Fig. 1: clock wiring as the flow saved it
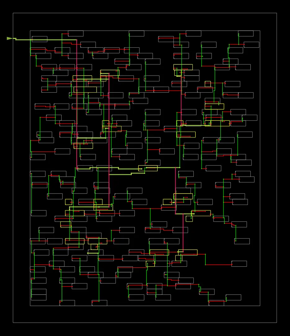
Fig. 2: signal wires by layer
Scale: 3 px per µm.
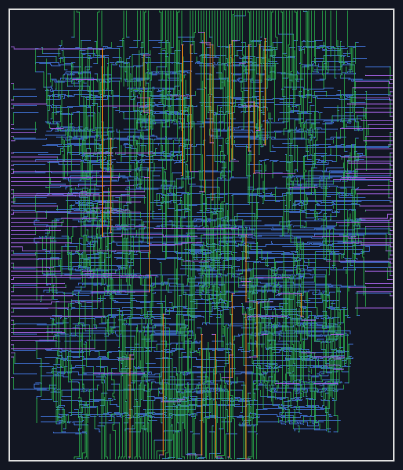
Fig. 3: logic cells by family
Scale: 2 px per µm.
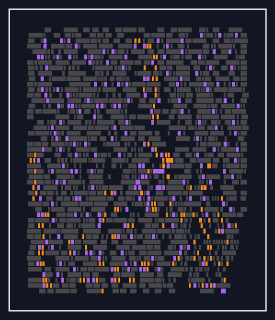
Fig. 4: routed clock nets over the placement
Scale: 2 px per µm.
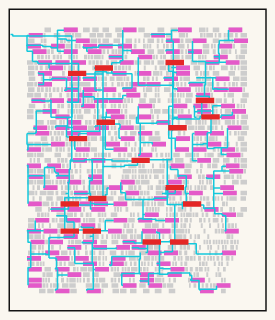
File: config.mk
export PLATFORM = sky130hd
export DESIGN_NAME = mem_stage_ctrl
export DESIGN_NICKNAME = d
export VERILOG_FILES = /design/src/rtl/mem_stage_ctrl.sv
export SDC_FILE = /design/constraint.sdc
export NUM_CORES = 1
export LEC_CHECK = 0
export ABC_AREA = 1
export CAP_MARGIN = 20
export CORE_ASPECT_RATIO = 1.2
export CORE_MARGIN = 8
export CORE_UTILIZATION = 49
export DETAILED_ROUTE_END_ITERATION = 10
export GPL_TIMING_DRIVEN = 0
export PLACE_DENSITY_LB_ADDON = 0.1
export SETUP_SLACK_MARGIN = 0.4
export SYNTH_ARGS = -nofsm -noshare
export SYNTH_HDL_FRONTEND = slang
export SYNTH_SLANG_ARGS = --single-unit
export TNS_END_PERCENT = 1
File: constraint.sdc
create_clock -name clk -period 4 [get_ports clk]
set_input_delay 1.2 -clock clk [delete_from_list [all_inputs] [get_ports clk]]
set_output_delay 1.2 -clock clk [all_outputs]
set_load 0.02 [all_outputs]
File: src/rtl/mem_stage_ctrl.sv
// MEM stage controller: drives the req/ack handshake to the external data
// memory, freezes upstream stages while an access is in flight, and holds
// the MEM/WB pipeline register that feeds write-back.
module mem_stage_ctrl #(
  parameter int TIMEOUT_CYCLES = 255
) (
  input  logic        clk,
  input  logic        rst,
  input  logic        mem_read,
  input  logic        mem_write,
  input  logic [1:0]  wb_in,
  input  logic [31:0] alu_in,
  input  logic [31:0] wdata_in,
  input  logic [4:0]  rd_in,
  output logic        stall,
  output logic        dmem_req,
  output logic        dmem_we,
  output logic [31:0] dmem_addr,
  output logic [31:0] dmem_wdata,
  input  logic        dmem_ack,
  input  logic [31:0] dmem_rdata,
  output logic [1:0]  wb_out,
  output logic [31:0] rdata_out,
  output logic [31:0] alu_out,
  output logic [4:0]  rd_out,
  output logic        misalign_err,
  output logic        bus_err
);

  typedef enum logic [1:0] {
    ST_IDLE,
    ST_BUSY,
    ST_DONE
  } state_e;

  // Last counter value before the access is abandoned.
  localparam logic [15:0] TIMEOUT_LAST = 16'(TIMEOUT_CYCLES - 1);

  state_e      state_q, state_d;
  logic [15:0] cnt_q, cnt_d;
  logic        abort_q, abort_d;
  logic [31:0] cap_q, cap_d;

  logic        req_q, req_d;
  logic        we_q, we_d;
  logic [31:0] addr_q, addr_d;
  logic [31:0] wdata_q, wdata_d;

  logic [1:0]  wb_q, wb_d;
  logic [31:0] rdata_q, rdata_d;
  logic [31:0] alu_q, alu_d;
  logic [4:0]  rd_q, rd_d;
  logic        misalign_q, misalign_d;
  logic        bus_err_q, bus_err_d;

  logic        access;
  logic        misaligned;

  // Next-state, handshake and MEM/WB load decisions for the current cycle.
  always_comb begin
    // NOTE: every signal gets a default before any branch so no path can
    // leave it unassigned, which would otherwise infer a latch.
    access     = mem_read | mem_write;
    misaligned = access & (alu_in[1:0] != 2'b00);
    stall      = 1'b0;
    state_d    = state_q;
    cnt_d      = cnt_q;
    abort_d    = abort_q;
    cap_d      = cap_q;
    req_d      = req_q;
    we_d       = we_q;
    addr_d     = addr_q;
    wdata_d    = wdata_q;
    wb_d       = wb_q;
    rdata_d    = rdata_q;
    alu_d      = alu_q;
    rd_d       = rd_q;
    misalign_d = 1'b0;
    bus_err_d  = 1'b0;

    unique case (state_q)
      ST_IDLE: begin
        if (!access) begin
          // Plain ALU op: one-cycle pass-through.
          wb_d    = wb_in;
          alu_d   = alu_in;
          rd_d    = rd_in;
          rdata_d = 32'd0;
        end else if (misaligned) begin
          // Squash write-back and flag the fault; memory is never touched.
          wb_d       = 2'b00;
          alu_d      = alu_in;
          rd_d       = rd_in;
          rdata_d    = 32'd0;
          misalign_d = 1'b1;
        end else begin
          // Launch the access; a write wins when both requests are set.
          stall   = 1'b1;
          wb_d    = 2'b00;
          req_d   = 1'b1;
          we_d    = mem_write;
          addr_d  = alu_in;
          wdata_d = wdata_in;
          cnt_d   = 16'd0;
          cap_d   = 32'd0;
          abort_d = 1'b0;
          state_d = ST_BUSY;
        end
      end

      ST_BUSY: begin
        stall = 1'b1;
        wb_d  = 2'b00;
        if (dmem_ack) begin
          cap_d   = we_q ? 32'd0 : dmem_rdata;
          req_d   = 1'b0;
          we_d    = 1'b0;
          state_d = ST_DONE;
        end else if (cnt_q == TIMEOUT_LAST) begin
          req_d   = 1'b0;
          we_d    = 1'b0;
          abort_d = 1'b1;
          state_d = ST_DONE;
        end else if (cnt_q != 16'hFFFF) begin
          cnt_d = cnt_q + 16'd1;
        end
      end

      ST_DONE: begin
        // Upstream is still frozen, so the inputs describe the same
        // instruction; returning to IDLE does not restart it because
        // EX/MEM advances on this same edge.
        wb_d      = abort_q ? 2'b00 : wb_in;
        alu_d     = alu_in;
        rd_d      = rd_in;
        rdata_d   = cap_q;
        bus_err_d = abort_q;
        abort_d   = 1'b0;
        state_d   = ST_IDLE;
      end

      default: state_d = ST_IDLE;
    endcase
  end

  // State register with synchronous reset that overrides any in-flight access.
  always_ff @(posedge clk) begin
    // NOTE: sequential state uses non-blocking assignments so every register
    // samples the pre-edge values regardless of statement order.
    if (rst) begin
      state_q    <= ST_IDLE;
      cnt_q      <= 16'd0;
      abort_q    <= 1'b0;
      cap_q      <= 32'd0;
      req_q      <= 1'b0;
      we_q       <= 1'b0;
      addr_q     <= 32'd0;
      wdata_q    <= 32'd0;
      wb_q       <= 2'b00;
      rdata_q    <= 32'd0;
      alu_q      <= 32'd0;
      rd_q       <= 5'd0;
      misalign_q <= 1'b0;
      bus_err_q  <= 1'b0;
    end else begin
      state_q    <= state_d;
      cnt_q      <= cnt_d;
      abort_q    <= abort_d;
      cap_q      <= cap_d;
      req_q      <= req_d;
      we_q       <= we_d;
      addr_q     <= addr_d;
      wdata_q    <= wdata_d;
      wb_q       <= wb_d;
      rdata_q    <= rdata_d;
      alu_q      <= alu_d;
      rd_q       <= rd_d;
      misalign_q <= misalign_d;
      bus_err_q  <= bus_err_d;
    end
  end

  assign dmem_req     = req_q;
  assign dmem_we      = we_q;
  assign dmem_addr    = addr_q;
  assign dmem_wdata   = wdata_q;
  assign wb_out       = wb_q;
  assign rdata_out    = rdata_q;
  assign alu_out      = alu_q;
  assign rd_out       = rd_q;
  assign misalign_err = misalign_q;
  assign bus_err      = bus_err_q;

endmodule

==> summary.txt <==
Implementation numbers.

- The report puts the cell count of the worst reg-to-reg path at 9.
- According to the finish report, the design has a final net count of 1,368.
- The cell class ranked first by area is registers.
- For reference, the final report shows the max-slew violation count at 0.
- In the layout the commonest cells are nand2_1, clkdlybuf4s50_1, dfxtp_1.
- CTS built an H-tree with a depth of 4.
- In this run the critical register-to-register path is launched from state_q[0].
- In the post-route report, total wirelength is listed as around 24,000 µm.
- The final report lists the setup-violating endpoint count as 0.
- The sequential-cell power consumption is roughly 2.4 mW.
- Counting I/O delays and the setup requirement, the final critical path takes about 3500 ps.
- Counting instances in the post-synthesis netlist gives the leading cell types as nand2_1, dfxtp_1, a21oi_1.
- The delay of the slowest cell on the worst path is 480 ps.
- The data arrival time reported for the critical path is around 2300 ps.
- The met2 wire length is 12,000 µm.
- The maximum fanout count along the critical path is 2.
- Counting both buffers and inverters, the worst setup path holds a total of 5.
- Yosys reports a chip area of between 7000 and 8000 µm².
- The cell count listed in synth_stat.txt is 984.
- The largest net degree at the start of global routing is 19.
- At the end of routability-driven placement, the weighted congestion stood at 0.888.
- In this run the post-CTS setup repair buffer count came out at 3.
- The total cell area at the placement stage is 10,000 µm².
- The fraction of the mapped netlist area in simple logic gates is 27.0%.
- The fraction of synthesized cell area taken by the top area cell type is 51.9%.
- In the post-route analysis, the smallest setup slack over all paths is 473 ps.
- Among all cell types in the netlist, the one instantiated most often is nand2_1.
- The number of nets in the synthesized netlist is 1,099.
- The cell with the biggest individual delay on the critical path is clkdlybuf4s50_1.
- The detailed placer's ending HPWL is 18,100 µm.
- In this run the horizontal extent of the chip is between 100 and 150 µm.
- The fraction of the cycle the final worst path needs is between 80 and 90%.
- The family of cells with the greatest summed delay on the critical path is buffers and inverters.
- The met3 track demand over resource in global routing is ~8.6%.
- The post-synthesis xor/xnor area fraction is 0.358%.
- The run finished with clean final reports.
- The clock passes through at most 2 buffers.
- Of all the cell area in the finished design, non-clock buffers hold 26.2%.
- The number of inserted diodes is 0.
- Looking at the power breakdown, combinational cells take 37.4% of the total.
- The cell count after placement is 1,434.
- The layout contains a multi-input combinational cell count of approximately 700.
- On the final layout, the worst hold slack is about 460 ps.
- The number of antenna-violating nets in the routed design is 0.
- For reference, the critical path is captured by stall.
- Measured along the y axis, the die boundary spans approximately 150 µm.
- Clock tree synthesis selected as its root buffer the cell clkbuf_16.
- The number of synthesized flops with an enable pin is 0.
- The completed layout was analyzed and its total power is 6.50 mW.
- The number of iterations in the first detailed-routing pass is 5.
- The chip area is 19,100 µm².
- The met1 routing resource usage after global routing is 27.3%.
- The critical path is of the in -> out type.
- The wire length of the first global-routing pass is 37,900 µm.
- The worst register-to-register path has a setup slack of 1780 ps.
- The detailed route wirelength on metal3 is 1930 µm.
- The signal on the critical path passes through clkdlybuf4s50_1 -> nor2_2 -> inv_2 -> nand3_4 -> buf_8 -> buf_12 -> nand2_1 -> buf_6.
- STA lists the endpoint of the worst register-to-register path as cap_q[2].
- Across all stage logs, warnings added up to 31.
- The share of synthesized cell area in and-or and or-and compound cells is around 14%.
- The final sum of negative setup slack is 0 ps.
- For reference, the final report shows the hold violation count at 0.
- Sorting the synthesized cells by area gives the leading types as dfxtp_1, nand2_1, a21oi_1.
- The via density per instance is 5.08.
- Per the layout report, the design carries 18 clock buffers.
- The flow reports an fmax of 0.283 GHz.
- The floorplan has approximately 50 rows.
- Per report_power, the top consumer among the power groups is combinational cells.
- The worst hold path endpoint is rdata_out[4].
- The number of different library cells in the post-synthesis netlist is 25.
- The uppermost layer routed is met4.
- Summing the sequential cell areas from Yosys gives 51.9% of the chip area.
- The start point of the worst min-delay path is rdata_out[4].
- The layout overhead on the synthesized area is 45.9%.
- The number of well taps is between 200 and 250.
- The number of flip-flops and latches in the synthesized netlist is 190.
- The layout summary lists the proportion of cells stronger than drive strength 1 as ~5%.
- The final report gives the core utilization as 72.1%.
- Per the GRT log, the top usage layer is met2.
- The kind of launch point of the worst setup path is an input pin.
- In the finished design the tool counted flip-flops and latches totalling 190.
- The dominant combinational cell family by area after synthesis is simple AND/OR/NAND/NOR gates.
- Summing all non-filler instances in the final layout gives an area of 10,700 µm².
- The launching element of the worst setup path is mem_read.
- The number of design rule violations left after detail routing is 0.
- Per the synth stats, the proportion of register bits with asynchronous set or reset is 0%.
- The hold buffer count at CTS is 0.
- The instance count on the critical path is 8.
- The worst slew margin relative to its limit is 59.9%.
- The number of instances on the worst hold path is 2.
- The flow reported a cell area power density of 607 nW/µm².
- Max-cap violations in this run came to 0.
- The quantity of gates resized following cts is 16.
- The sequential cell area is 3800 µm².
- TritonCTS reports the number of clock sinks as between 150 and 200.
- At the pin with the least slew margin, the transition time is approximately 600 ps.
- Global routing consumed, over all layers together, ~25% of the routing resources.
- The final layout report lists a non-clock inverter count of 32.
- The script extracted a total leakage power of just under 4 nW.
- In the final layout, the fill cell count is 1,277.
- The worst endpoint required time is between 2000 and 3000 ps.
- In this run, the number of DRC markers left after iteration 0 of detailed routing was 532.
- The synthesis run shows multiplexers occupying 0% of the cell area.
- The boundary pin count is 248.
- The global-route track usage on met2 is 43.0%.
- The synthesized-area fraction occupied by adder cells is 1.19%.
- The via count of the first global-routing pass is 7,363.
- STA classifies the critical path endpoint as an output port.
- The number of antenna violations at the first check in global routing is 0.
- For the combinational group, total power comes out at 2.43 mW.
- The clock-pin slew on the worst setup and hold paths is around 70 ps.
- The type recorded for the worst min-delay path is reg -> reg.
- The portion of the layout cell area used by clock cells is 5.48%.
- Before placement the cells fill 49.4% of the core.
- The number of synthesis warnings is 0.
- Registers are responsible for 36.5% of the overall power.
- TritonCTS built the clock tree.
- The combinational cell area excluding buffers and inverters is 3130 µm².
- The synthesized area divided by synthesized cell count is 7.45 µm².
- The sum of overflow across all layers after global routing is 0.
- The instance tally after logic synthesis is about 1,000.
## Picture notes: Fig. 1
Clock Skews: 9.92 ps
clock latency at the later pin of the worst-skew pair: 430 ps
Clock group: 1.70 mW
TritonCTS Buffers: 17

## Picture notes: Fig. 2
- M3: purple (wire length 1,930 µm)
- M2: green (wire length 12,000 µm)
- M4: orange (wire length 923 µm)
- M1: blue (wire length 9,330 µm)
detail-routed net length per standard cell: 16.4 µm
total number of vias: 7,474

## Picture notes: Fig. 3
- nor cells: orange (cells 122; most used nor2_1; where spread over the die)
- aoi and oai cells: purple (cells 202; most used a21oi_1; where spread over the die)
combinational fraction of the cell area: 29.3%
Final Instance Count excl. Fillers: 1,470
most used logic cell in the final layout: nand2_1

## Picture notes: Fig. 4
- clock wires: cyan (length 2,180 µm)
- flip-flops: magenta (count 190)
- clock-net drivers: red (count 17)
- flops lie: spread over the die
clock network fraction of design power: 26.1%

Power and IR drop assume default switching activity.
